**Run 1: PDN straps and rails**

Pins as bars on the die edge. Tap cells in gray.
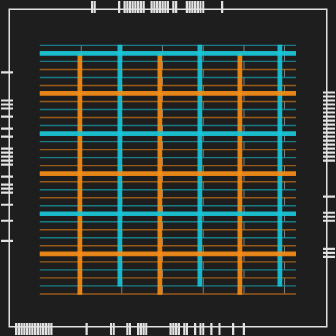
**Run 1: placed cells, one color a class**

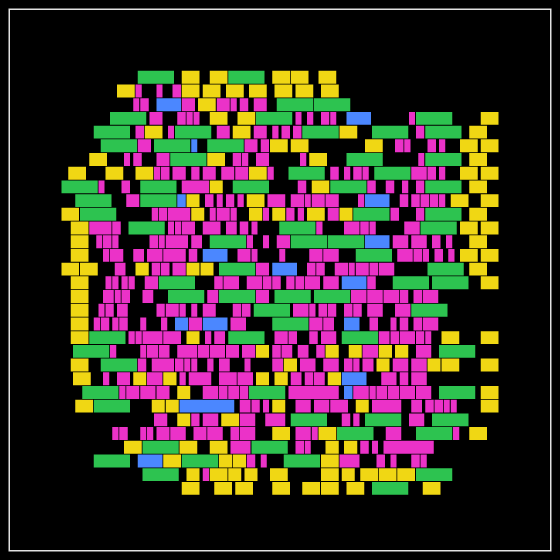
**Run 1: clock wires, drivers and flops**

Scale bar: 20 um.
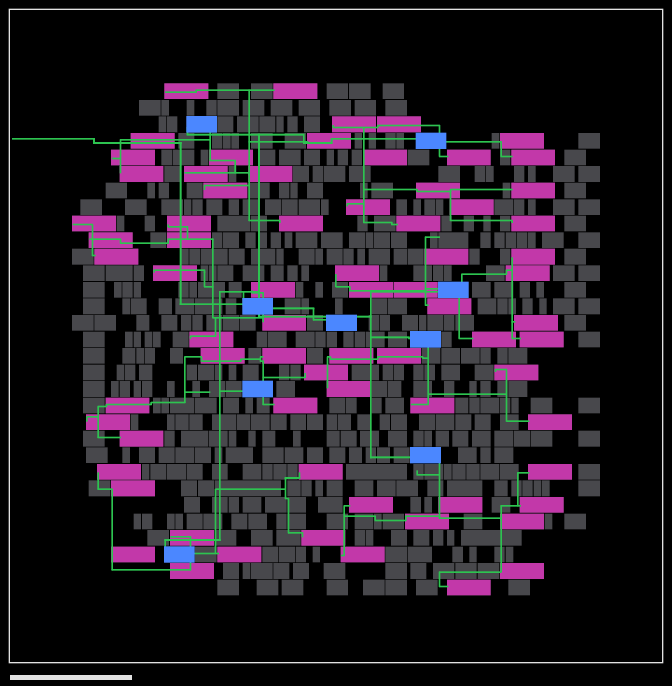
**Run 1: metal layers overlaid**

Scale bar: 20 um.
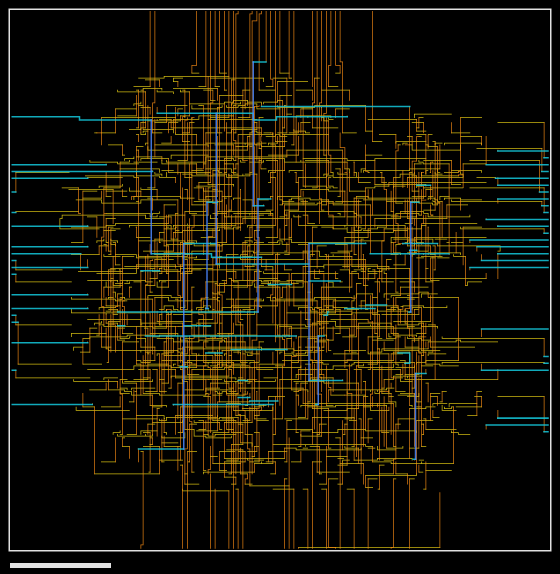
===== src/rtl/ail_seq.sv =====
// Sequential auto-index unit: resolves a latched instruction's effective address and
// runs the pointer read-modify-write itself over a ready-handshaked memory bus.
module ail_seq #(
    parameter int WIDTH    = 16,
    parameter int OPW      = 10,
    parameter int INC_BASE = 'h080,
    parameter int INC_LEN  = 'h040,
    parameter int DEC_BASE = 'h0C0,
    parameter int DEC_LEN  = 'h040,
    parameter int STEP     = 1
) (
    input  logic             clk,
    input  logic             nreset,
    input  logic [WIDTH-1:0] ir,
    input  logic [WIDTH-1:0] pc,
    input  logic             start,
    output logic             busy,
    output logic             done,
    output logic [WIDTH-1:0] ea,
    output logic [1:0]       idx,
    output logic [WIDTH-1:0] mem_addr,
    output logic [WIDTH-1:0] mem_wdata,
    input  logic [WIDTH-1:0] mem_rdata,
    output logic             mem_rd,
    output logic             mem_wr,
    input  logic             mem_ready,
    output logic [1:0]       dbg_state
);

    typedef enum logic [1:0] {
        S_IDLE = 2'd0,
        S_RD   = 2'd1,
        S_WR   = 2'd2,
        S_DONE = 2'd3
    } state_t;

    localparam logic [1:0] M_DIRECT = 2'b00;
    localparam logic [1:0] M_IND    = 2'b01;
    localparam logic [1:0] M_POST   = 2'b10;
    localparam logic [1:0] M_PRE    = 2'b11;

    // One extra bit so a range ending exactly at 2^WIDTH still compares correctly.
    localparam logic [WIDTH:0]   INC_LO = (WIDTH+1)'(INC_BASE);
    localparam logic [WIDTH:0]   INC_HI = (WIDTH+1)'(INC_BASE + INC_LEN);
    localparam logic [WIDTH:0]   DEC_LO = (WIDTH+1)'(DEC_BASE);
    localparam logic [WIDTH:0]   DEC_HI = (WIDTH+1)'(DEC_BASE + DEC_LEN);
    localparam logic [WIDTH-1:0] STEP_W = WIDTH'(STEP);

    state_t           state;
    logic [WIDTH-1:0] ea_pend;
    logic [WIDTH-1:0] a_next;
    logic [1:0]       mode_next;
    logic             in_inc;
    logic             in_dec;
    logic             unused_ok;

    assign unused_ok = &{1'b0, ir[WIDTH-1:OPW+2], pc[OPW-1:0]};
    assign dbg_state = state;

    always_comb begin
        a_next    = {(ir[OPW] ? pc[WIDTH-1:OPW] : {(WIDTH-OPW){1'b0}}), ir[OPW-1:0]};
        in_inc    = ({1'b0, a_next} >= INC_LO) && ({1'b0, a_next} < INC_HI);
        in_dec    = ({1'b0, a_next} >= DEC_LO) && ({1'b0, a_next} < DEC_HI);
        mode_next = M_DIRECT;
        if (ir[OPW+1]) begin
            if (ir[OPW])     mode_next = M_IND;
            else if (in_inc) mode_next = M_POST;
            else if (in_dec) mode_next = M_PRE;
            else             mode_next = M_IND;
        end
    end

    // mem_addr/mem_rd/mem_wr/mem_wdata only change on a ready edge, so they hold through waits.
    always_ff @(posedge clk) begin
        if (!nreset) begin
            state     <= S_IDLE;
            busy      <= 1'b0;
            done      <= 1'b0;
            ea        <= '0;
            ea_pend   <= '0;
            idx       <= M_DIRECT;
            mem_addr  <= '0;
            mem_wdata <= '0;
            mem_rd    <= 1'b0;
            mem_wr    <= 1'b0;
        end else begin
            done <= 1'b0;
            case (state)
                S_IDLE: begin
                    if (start) begin
                        idx  <= mode_next;
                        busy <= 1'b1;
                        if (mode_next == M_DIRECT) begin
                            ea    <= a_next;
                            done  <= 1'b1;
                            state <= S_DONE;
                        end else begin
                            mem_addr <= a_next;
                            mem_rd   <= 1'b1;
                            state    <= S_RD;
                        end
                    end
                end
                S_RD: begin
                    if (mem_ready) begin
                        mem_rd <= 1'b0;
                        case (idx)
                            M_POST: begin
                                ea_pend   <= mem_rdata;
                                mem_wdata <= mem_rdata + STEP_W;
                                mem_wr    <= 1'b1;
                                state     <= S_WR;
                            end
                            M_PRE: begin
                                ea_pend   <= mem_rdata - STEP_W;
                                mem_wdata <= mem_rdata - STEP_W;
                                mem_wr    <= 1'b1;
                                state     <= S_WR;
                            end
                            default: begin
                                ea       <= mem_rdata;
                                mem_addr <= '0;
                                done     <= 1'b1;
                                state    <= S_DONE;
                            end
                        endcase
                    end
                end
                S_WR: begin
                    if (mem_ready) begin
                        mem_wr    <= 1'b0;
                        mem_addr  <= '0;
                        mem_wdata <= '0;
                        ea        <= ea_pend;
                        done      <= 1'b1;
                        state     <= S_DONE;
                    end
                end
                S_DONE: begin
                    busy  <= 1'b0;
                    state <= S_IDLE;
                end
                default: begin
                    busy   <= 1'b0;
                    mem_rd <= 1'b0;
                    mem_wr <= 1'b0;
                    state  <= S_IDLE;
                end
            endcase
        end
    end

endmodule


===== config.mk =====
export PLATFORM = sky130hd
export DESIGN_NAME = ail_seq
export DESIGN_NICKNAME = d
export VERILOG_FILES = /design/src/rtl/ail_seq.sv
export SDC_FILE = /design/constraint.sdc
export NUM_CORES = 1
export LEC_CHECK = 0
export CAP_MARGIN = 25
export CORE_MARGIN = 10
export CORE_UTILIZATION = 48
export DETAILED_ROUTE_END_ITERATION = 6
export HOLD_SLACK_MARGIN = 0.03
export PLACE_DENSITY = 0.81
export SLEW_MARGIN = 20
export SYNTH_ARGS = -nofsm -noshare
export SYNTH_HDL_FRONTEND = slang
export SYNTH_SLANG_ARGS = --single-unit

===== constraint.sdc =====
create_clock -name clk -period 2.5 [get_ports clk]
set_input_delay 0.5 -clock clk [delete_from_list [all_inputs] [get_ports clk]]
set_output_delay 0.5 -clock clk [all_outputs]
set_load 0.005 [all_outputs]

==> qor.csv, run 1 <==
metric,value,unit
Final Util,68.3,%
worst vdd ir,0.667,mV
"XOR Share, Synth",6.48,%
tally of OpenROAD warnings,44,
layout overhead on the synthesized area,37.1,%
H-Tree Depth,3,
"CTS clk-pin slew, worst paths",80,ps
Fillers,602,
initial antenna violation count,0,
R2R cell count,7,
hold_ws,452,ps
dominant logic cell types in the final layout,"clkdlybuf4s50_1, dfxtp_1, nand2_1",
dominant kind of cell,logic gates,
Sw Share,38.2,%
Inserted Clock Buffers,9,
number of cells in Yosys stat,444,
drt drc,0,
Top area cell types,"dfxtp_1, a21oi_1, nand2_1",
Power Total,0.00457,W
Tapcells,99,
Min-Delay Startpoint,mem_wdata[14]$_SDFFE_PN0P_,
Final Hold Fails,0,
1st-iter DRT viols,218,
CTS tree,yes,
asr flop ratio synth,0,%
Pins Over Slew Limit,0,
Layout clock buffers,11,
multi-input gates,325,
Clock buf/inv share,3.95,%
Die Ht,107,um
"Top FF cell, synth",dfxtp_1,
nets,602,
chip area,0.0115,mm2
grt total ovfl,0,
I/O pins,108,
Vias,3618,
P_clk,0.000942,W
gpl congestion,0.863,
Flops after synth,72,
reg2reg end,ea[15]$_SDFFE_PN0P_,
Resized Gates After CTS,0,
# diodes,0,
type of element launching the critical path,primary input,
area fraction in mux cells,0.583,%
Min-Delay Endpoint,mem_wdata[14]$_SDFFE_PN0P_,
Worst-Margin Slew,448,ps
cell area after layout,0.00500,mm2
Commonest Layout Cell,clkdlybuf4s50_1,
number of enable flip-flop cells,0,
syn_area_per_cell,8.22,um2
Post-synth seq share,39.5,%
Dominant cell area share,39.5,%
flop share of the area,28.8,%
cell row count,31,
AO/OA Area Share,25.2,%
Lkg Pwr,1.76,nW
CP max FO,5,
Non-CTS buffers,130,
DP HPWL,7870,um
unrepaired setup endpoints after global routing,no,
fin crit period,2260,ps
simple share,20.6,%
clock power share,20.6,%
Hold WC Path Type,flop to flop,
vias in the first global route,3472,
Int Pwr,0.00282,W
first-pass GRT wire length,17000,um
Top pwr grp,combinational cells,
# clock sinks,72,
vias per inst,5.58,
nonclk inv count,6,
status,"complete, no violations",
Max-cap violations,0,
"Hold-fix buffers, CTS",0,
WL final,10600,um
Sw Pwr,0.00174,W
seq pwr,0.00149,W
"Chip Area, Yosys",0.00365,mm2
CP Data Arrival Time,2530,ps
dpl ws,-134,ps
root buffer cell,clkbuf_8,
Placed Area,0.00481,mm2
Crit. End Element,flop,
Fmax,442,MHz
Comb pwr share,46.7,%
Distinct lib cells used,55,
latest clock arrival within the worst-skew pair,370,ps
iteration count of the initial detailed-routing pass,5,
reg2reg start,dbg_state[1]$_SDFFE_PN0P_,
Worst R2R Setup Slack,250,ps
Tot GR Track Use,18.1,%
Port-buffer cells,93,
logic area,0.00201,mm2
core footprint,0.00733,mm2
hold depth,2,
clock buffer depth,2,
grt peak-use layer,met2,
clock skew,7.36,ps
post-layout period usage,90.4,%
Worst EP required,2770,ps
met2 GRT Util,29.8,%
pin count of the biggest net entering global routing,34,
Comb/total area,40.2,%
Sequential Power Share,32.7,%
final setup fails,0,
Routed Antenna Nets,0,
placed insts,632,
global routing usage on met1,21.4,%
met3 usage,5.75,%
Adder Area Share,2.06,%
prevailing logic family in the synthesized netlist,AND-OR/OR-AND gates,
ratio of cells with drive above 1 in the final layout,12.2,%
Mapped Nets,502,
Post-Syn Area,0.00365,mm2
PD cells,913,mW/mm2
post-layout instance count excluding filler cells,648,
per-cell routed wire length,16.3,um
-- 'PDN straps and rails' (at the start) --
net	color
VDD	cyan
VSS	orange
met1 rails	32
signal pins	108
tap cells	99

-- 'placed cells, one color a class' (at the start) --
class	color	cells
other buffers and delay cells	yellow	130
clock drivers and dummy loads	blue	16
flops	green	72
combinational and other logic	magenta	331

-- 'clock wires, drivers and flops' (at the start) --
[clock drivers] blue | count: 9
[clock wires] green | length: 967 um
[flip-flops] magenta | count: 72
routed clock nets	10

-- 'metal layers overlaid' (at the start) --
layer	color	wire length
metal 2	orange	5,150 um
metal 1	yellow	4,440 um
metal 3	cyan	741 um
metal 4	blue	249 um

-- run 1: logic make-up (layout without fill, tap and decap cells) --
kind of cell | count (synthesis) | count (layout)
and+or+nand+nor | 153 | 153
buffers and inverters | 47 | 152
DFF | 72 | 72
adders and majority gates | 6 | 6
muxes | 2 | 2
AOI/OAI and AO/OA | 137 | 137
xor gates and xnor gates | 27 | 27
-- run 1: how the worst max path moves through the flow --
stage               cells past startpoint                         end                       from  slack (ps)
floorplan                               8  mem_wdata[12]$_SDFFE_PN0P_               mem_rdata[4]         210
global placement                        5    ea_pend[13]$_SDFFE_PN0P_              mem_rdata[10]         -90
detailed placement                      5    ea_pend[13]$_SDFFE_PN0P_              mem_rdata[10]        -130
CTS                                     5    ea_pend[13]$_SDFFE_PN0P_              mem_rdata[10]         240
global route                            7         ea[13]$_SDFFE_PN0P_  dbg_state[1]$_SDFFE_PN0P_         150
finish                                  5    ea_pend[13]$_SDFFE_PN0P_              mem_rdata[10]         240
-- run 1: layer usage --
layer  share of wire [%]  wire length, um
met2                  49             5150
met4                 2.3              248
met5                   0                0
met3                 7.0              740
met1                  42             4440
-- run 1: cells in the mapped netlist, drive strengths merged (2+ instances only) --
cell type / n
or2: 2
a221oi: 6
xnor2: 17
nor3b: 10
a311oi: 2
inv: 6
nor2: 40
o21bai: 2
or4: 2
buf: 9
xor2: 10
nor2b: 4
a31oi: 4
and4: 3
and3: 2
nand2: 50
dfxtp: 72
o211ai: 11
nand4: 2
a22oi: 14
ha: 6
a211oi: 3
or3: 7
o22ai: 2
nand3: 10
o21ai: 30
a22o: 6
nor4: 3
a21boi: 2
nor3: 13
clkbuf: 32
o32ai: 3
a21oi: 44
-- run 1: worst max-delay path, cell delays in order --
cell and delay, ps:
clkdlybuf4s50_1 420, or4_4 540, or3_1 430, or3_1 390, a311oi_1 250
**Run 1: routing congestion**

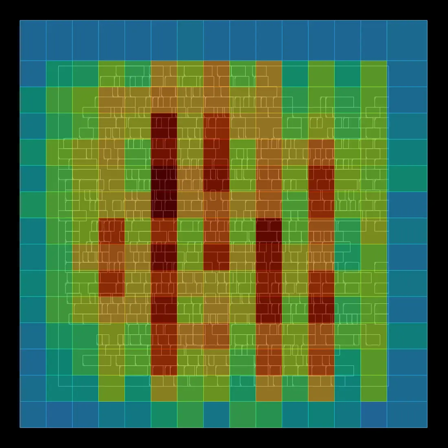

==> run 2: changes to the inputs <==
Settings changed: CORE_MARGIN 10 to 2.
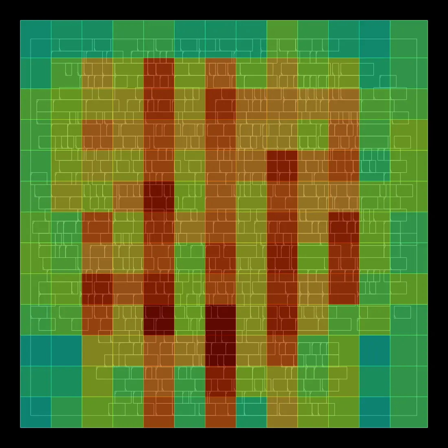
**Above:** run 2 (routing congestion).
per-cell routed wire length: 15.5 um
Tot GR Track Use: 24.8%
grt peak-use layer: met2
global routing usage on met1: 32.2%

==> run 2 against run 1 <==
Via count increased by 1.9%; total power increased by 0.58%; non-clock buffer count increased by 5; critical path depth increased by 1; synthesized cell count unchanged; die size decreased by 28%; register-to-register slack improved by 20 ps; design area increased by 0.72%; clock skew about the same; hold slack improved by 3.8 ps; global-route usage increased by 6.7 points; maximum frequency increased by 1.2%; critical path type unchanged; highest routed layer unchanged.
==> qor.csv, run 2 <==
metric,value,unit,change
CTS tree,yes,,unchanged
PD cells,911,mW/mm2,was 913 mW/mm2
# diodes,0,,unchanged
CP Cell Sequence,clkdlybuf4s50_1 -> or4_4 -> or3_4 -> o32ai_2 -> xnor2_1 -> o21ai_2,,was clkdlybuf4s50_1 -> or4_4 -> or3_1 -> or3_1 -> a311oi_1
CP Data Arrival Time,2470,ps,was 2530 ps
status,"complete, no violations",,unchanged
first-pass GRT wire length,16900,um,"was 17,000 um"
DP HPWL,7310,um,was 7870 um
worst vdd ir,0.588,mV,was 0.667 mV
Resized Gates After CTS,0,,unchanged
Min-Delay Startpoint,mem_wdata[5]$_SDFFE_PN0P_,,was mem_wdata[14]$_SDFFE_PN0P_
CP max FO,9,,was 5
Routed Antenna Nets,0,,unchanged
Dominant cell area share,39.5,%,unchanged
hold_ws,456,ps,was 452 ps
"CTS clk-pin slew, worst paths",70,ps,was 80 ps
Distinct lib cells used,55,,unchanged
latest clock arrival within the worst-skew pair,360,ps,was 370 ps
Max-cap violations,0,,unchanged
vias per inst,5.65,,was 5.58
chip area,0.00832,mm2,was 0.0115 mm2
H-Tree Depth,3,,unchanged
Commonest cells post-synth,"dfxtp_1, nand2_1, a21oi_1, nor2_1, clkbuf_1",,unchanged
Pins Over Slew Limit,0,,unchanged
Post-Syn Area,0.00365,mm2,unchanged
Power Total,0.00459,W,was 0.00457 W
post-layout period usage,89.3,%,was 90.4%
Mapped Nets,502,,unchanged
syn_area_per_cell,8.22,um2,unchanged
Crit. End Element,flop,,unchanged
initial antenna violation count,0,,unchanged
CP max-delay cell,or4_4,,unchanged
Final Util,69.1,%,was 68.3%
"Chip Area, Yosys",0.00365,mm2,unchanged
CP Launch Point,mem_rdata[5],,was mem_rdata[10]
Hold WC Path Type,flop to flop,,unchanged
cell with the most instances after synthesis,dfxtp_1,,unchanged
gpl congestion,0.838,,was 0.863
number of cells in Yosys stat,444,,unchanged
Final Hold Fails,0,,unchanged
number of enable flip-flop cells,0,,unchanged
root buffer cell,clkbuf_8,,unchanged
cell row count,31,,unchanged
R2R cell count,7,,unchanged
1st-iter DRT viols,267,,was 218
clock buffer depth,2,,unchanged
Die Ht,91.2,um,was 107 um
Worst EP required,2740,ps,was 2770 ps
hold depth,2,,unchanged
vias in the first global route,3571,,"was 3,472"
final setup fails,0,,unchanged
# clock sinks,72,,unchanged
cell area after layout,0.00504,mm2,was 0.00500 mm2
ratio of cells with drive above 1 in the final layout,13.2,%,was 12.2%
WL final,10100,um,"was 10,600 um"
"Hold-fix buffers, CTS",0,,unchanged
Flops after synth,72,,unchanged
fin crit period,2230,ps,was 2260 ps
clock skew,7.04,ps,was 7.36 ps
Lkg Pwr,1.78,nW,was 1.76 nW
CP max stage delay,580,ps,was 540 ps
type of element launching the critical path,primary input,,unchanged
iteration count of the initial detailed-routing pass,5,,unchanged
Placed Area,0.00484,mm2,was 0.00481 mm2
dominant logic cell types in the final layout,"clkdlybuf4s50_1, dfxtp_1, nand2_1",,unchanged
drt drc,0,,unchanged
Commonest Layout Cell,clkdlybuf4s50_1,,unchanged
dpl ws,-107,ps,was -134 ps
reg2reg start,dbg_state[1]$_SDFFE_PN0P_,,unchanged
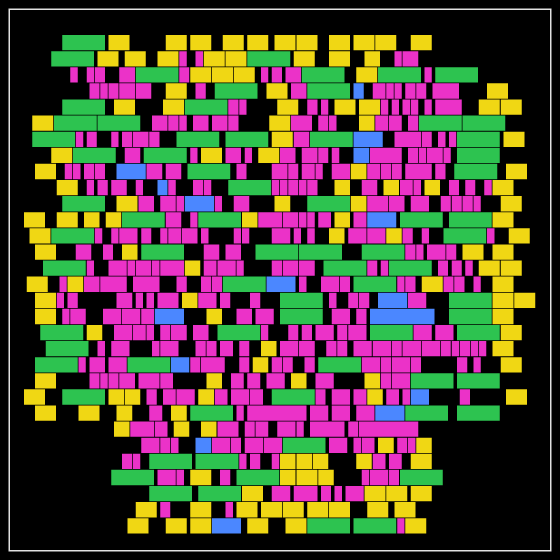
**Above:** run 2 (placed cells, one color a class).
class	color	cells
clock drivers and dummy loads	blue	16
flops	green	72
combinational and other logic	magenta	331
other buffers and delay cells	yellow	135

## run 2: cell counts after synthesis
Identical to the previous run, type by type.
## run 2: metal layers
layer | global-route usage [%] | routed length, um
met1 | 32.2 | 4300
met2 | 41.0 | 4980
met3 | 3.98 | 601
met4 | 10.2 | 216
met5 | 0 | 0
## run 2: stage by stage
stage          cells  setup TNS, ps
3_3_place_gp     637           -325
3_5_place_dp     637           -617
4_1_cts          653              0
6_report         653              0
5_1_grt          653              0
2_1_floorplan    444              0
## run 2: worst max-delay path: cells and delay by family
family	cells	cell delay (ps)
compound gates	2	300
xor+xnor	1	170
buf+inv	1	440
simple gates	2	1060
## run 2: kinds of logic after synthesis
family / share of synthesized area (%)
AND/OR/NAND/NOR: 20.6
adder cells (fa/ha/maj): 2.06
buffers and inverters: 5.59
XOR/XNOR: 6.48
AND-OR/OR-AND: 25.2
multiplexers: 0.583
flip-flops: 39.5
## run 2: report_power, final
group	total (W)	switching, W	internal [W]
Sequential	0.00149	0.000129	0.00137
Combinational	0.00217	0.00119	0.000989
Clock	0.000925	0.000465	0.000460
Total	0.00459	0.00178	0.00281
## run 2: worst paths after layout
kind / end / slack (ps)
max reg2reg: ea[15]$_SDFFE_PN0P_ / 270
min reg2reg: mem_wdata[5]$_SDFFE_PN0P_ / 460
min: mem_wdata[5]$_SDFFE_PN0P_ / 460
max: mem_wdata[12]$_SDFFE_PN0P_ / 270
## run 2: area by class of cell
type	count	area [um2]
Fill cell	625	2250
Clock buffer	9	124
Tap cell	99	124
Sequential cell	72	1440
Timing Repair Buffer	135	1250
Inverter	6	22.5
Clock inverter	7	72.6
Multi-Input combinational cell	325	2010
**Run 2: PDN straps and rails**

Pins as bars on the die edge. Tap cells in gray.
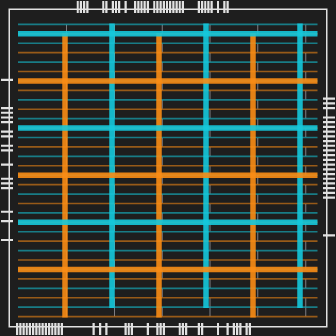

==> run 3: changes to the inputs <==
Settings changed: CORE_MARGIN 2 to default.
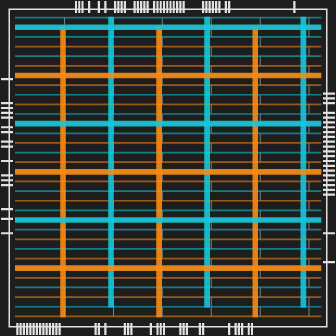
**Above:** run 3 (PDN straps and rails).
Pins as bars on the die edge. Tap cells in gray.
net	color
VDD	cyan
VSS	orange
met4 straps	6
tap cells	99
signal pins	108

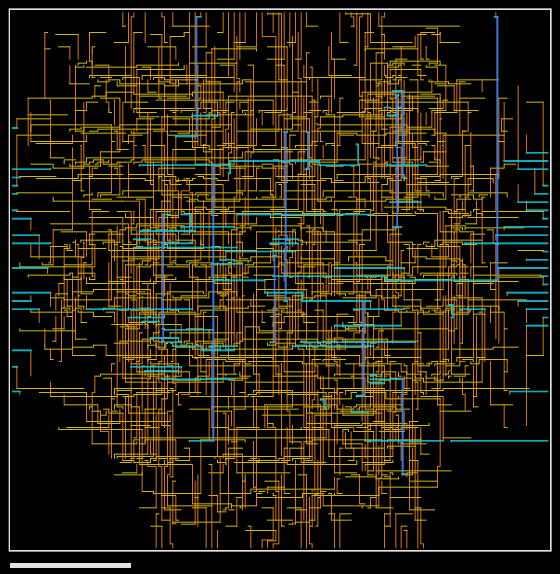
**Above:** run 3 (metal layers overlaid).
Scale bar: 20 um.
layer	color	wire length
metal 4	blue	246 um
metal 2	orange	5,070 um
metal 1	yellow	4,380 um
metal 3	cyan	579 um

==> run 3 against run 2 <==
Combinational power hardly changed; final cell count is 0.15% higher; synthesized cell count did not move; via count grew 0.33%; highest routed layer unchanged; clock skew is 1.9 ps higher; register-to-register slack improved by 90 ps.
==> qor.csv, run 3 <==
metric,value,unit,change
# diodes,0,,unchanged
Die Wd,89.2,um,was 91.2 um
clock skew,8.91,ps,was 7.04 ps
syn_area_per_cell,8.22,um2,unchanged
P_clk,0.00110,W,was 0.000925 W
PD cells,935,mW/mm2,was 911 mW/mm2
Sw Share,36.7,%,was 38.7%
fp_density,50.1,%,unchanged
layout overhead on the synthesized area,39.4,%,was 38.1%
iteration count of the initial detailed-routing pass,4,,was 5
chip area,0.00796,mm2,was 0.00832 mm2
"Top FF cell, synth",dfxtp_1,,unchanged
initial antenna violation count,0,,unchanged
comb pwr,0.00216,W,was 0.00217 W
vias per inst,5.66,,was 5.65
"CTS clk-pin slew, worst paths",80,ps,was 70 ps
Fmax,447,MHz,was 448 MHz
dpl ws,-110,ps,was -107 ps
tally of OpenROAD warnings,44,,unchanged
Hold WC Path Type,flop to flop,,unchanged
Commonest cells post-synth,"dfxtp_1, nand2_1, a21oi_1, nor2_1, clkbuf_1",,unchanged
Worst-Margin Slew,467,ps,was 443 ps
1st-iter DRT viols,242,,was 267
pin count of the biggest net entering global routing,38,,was 32
asr flop ratio synth,0,%,unchanged
Synth area leader,dfxtp_1,,unchanged
drt drc,0,,unchanged
Vias,3699,,"was 3,687"
core footprint,0.00729,mm2,unchanged
Distinct lib cells used,55,,unchanged
Max-cap violations,0,,unchanged
placed insts,638,,was 637
grt total ovfl,0,,unchanged
Post-Syn Area,0.00365,mm2,unchanged
Int Pwr,0.00301,W,was 0.00281 W
dominant logic cell types in the final layout,"clkdlybuf4s50_1, dfxtp_1, nand2_1",,unchanged
latest clock arrival within the worst-skew pair,350,ps,was 360 ps
"Hold-fix buffers, CTS",0,,unchanged
Sequential Power Share,31.5,%,was 32.5%
H-Tree Depth,3,,unchanged
clock power share,23.1,%,was 20.1%
CP max FO,4,,was 9
Worst EP required,2770,ps,was 2740 ps
Fillers,600,,was 625
"Chip Area, Yosys",0.00365,mm2,unchanged
cell area after layout,0.00509,mm2,was 0.00504 mm2
setup bufs post-CTS,0,,unchanged
R2R cell count,8,,was 7
Comb pwr share,45.4,%,was 47.3%
Tot GR Track Use,26.9,%,was 24.8%
number of enable flip-flop cells,0,,unchanged
Lkg Pwr,1.81,nW,was 1.78 nW
Crit. End Element,flop,,unchanged
first-pass GRT wire length,16400,um,"was 16,900 um"
nets,608,,was 607
Top pwr grp,combinational cells,,unchanged
post-layout instance count excluding filler cells,654,,was 653
worst vdd ir,0.566,mV,was 0.588 mV
Die Ht,89.2,um,was 91.2 um
unrepaired setup endpoints after global routing,no,,unchanged
# clock sinks,72,,unchanged
vias in the first global route,3500,,"was 3,571"
Routed Antenna Nets,0,,unchanged
root buffer cell,clkbuf_8,,unchanged
fin crit period,2240,ps,was 2230 ps
number of cells in Yosys stat,444,,unchanged
hold depth,2,,unchanged
Commonest Layout Cell,clkdlybuf4s50_1,,unchanged
I/O pins,108,,unchanged
yosys warns,0,,unchanged
Resized Gates After CTS,0,,unchanged
seq pwr,0.00150,W,was 0.00149 W
Sw Pwr,0.00175,W,was 0.00178 W
setup TNS,0,ps,unchanged
Inserted Clock Buffers,9,,unchanged
Setup WS post-layout,262,ps,was 267 ps
status,"complete, no violations",,unchanged
Flops after synth,72,,unchanged
Pins Over Slew Limit,0,,unchanged
WS Path Type,primary input to flop,,unchanged
type of element launching the critical path,primary input,,unchanged
gpl congestion,0.865,,was 0.838
logic area,0.00201,mm2,unchanged
WL final,10300,um,"was 10,100 um"
DP HPWL,7490,um,was 7310 um
Dominant cell area share,39.5,%,unchanged
per-cell routed wire length,15.7,um,was 15.5 um
CP Data Arrival Time,2500,ps,was 2470 ps
Final Hold Fails,0,,unchanged
cell with the most instances after synthesis,dfxtp_1,,unchanged
post-layout period usage,89.5,%,was 89.3%
Rel. slew slack,68.6,%,was 70.2%
CTS tree,yes,,unchanged
Port-buffer cells,93,,unchanged
Top area cell types,"dfxtp_1, a21oi_1, nand2_1",,unchanged
clock buffer depth,2,,unchanged
Placed Area,0.00485,mm2,was 0.00484 mm2
final setup fails,0,,unchanged
hold_ws,454,ps,was 456 ps
cell row count,31,,unchanged
Mapped Nets,502,,unchanged
Mapped Cells,444,,unchanged
ratio of cells with drive above 1 in the final layout,13.2,%,about the same
Seq. cell area,0.00144,mm2,unchanged
Post-synth seq share,39.5,%,unchanged
[run 3: cell counts after synthesis]
No cell type changed its count.
[run 3: layer usage]
metal	GRT usage (%)	part of all wire, %
met1	34.2	43
met2	44.3	49
met3	5.54	5.6
met4	11.4	2.4
met5	0	0
[run 3: kinds of logic (layout without fill, tap and decap cells)]
group	after synthesis	after routing	share of synthesized area (%)
and+or+nand+nor	153	153	20.6
adders and majority gates	6	6	2.06
muxes	2	2	0.583
DFF	72	72	39.5
AOI/OAI and AO/OA	137	137	25.2
xor gates and xnor gates	27	27	6.48
buffers and inverters	47	158	5.59
[run 3: critical path, stage by stage]
cell and delay, ps:
clkdlybuf4s50_1 430, or4_4 550, or3_1 410, or3_1 360, a311oi_1 250
[run 3: stage by stage]
step | util [%] | total power, W
detailed placement | 66.5 | 0.00366
global placement | 66.5 | 0.00359
CTS | 69.8 | 0.00475
floorplan | - | 0.00273
finish | 69.8 | 0.00476
global route | 69.8 | 0.00507
[run 3: area by class of cell]
cell class,instances,area share (%)
Tap cell,99,2.43
Sequential cell,72,28.3
Clock inverter,6,2.12
Clock buffer,10,2.51
Inverter,6,0.443
Multi-Input combinational cell,325,39.5
Timing Repair Buffer,136,24.6
[run 3: final timing paths]
check                             start                         end  slack, ps
max reg2reg   dbg_state[1]$_SDFFE_PN0P_          ea[1]$_SDFFE_PN0P_        360
min          mem_wdata[14]$_SDFFE_PN0P_  mem_wdata[14]$_SDFFE_PN0P_        450
max                       mem_rdata[10]    ea_pend[13]$_SDFFE_PN0P_        260
min reg2reg  mem_wdata[14]$_SDFFE_PN0P_  mem_wdata[14]$_SDFFE_PN0P_        450
Power and IR drop assume default switching activity.
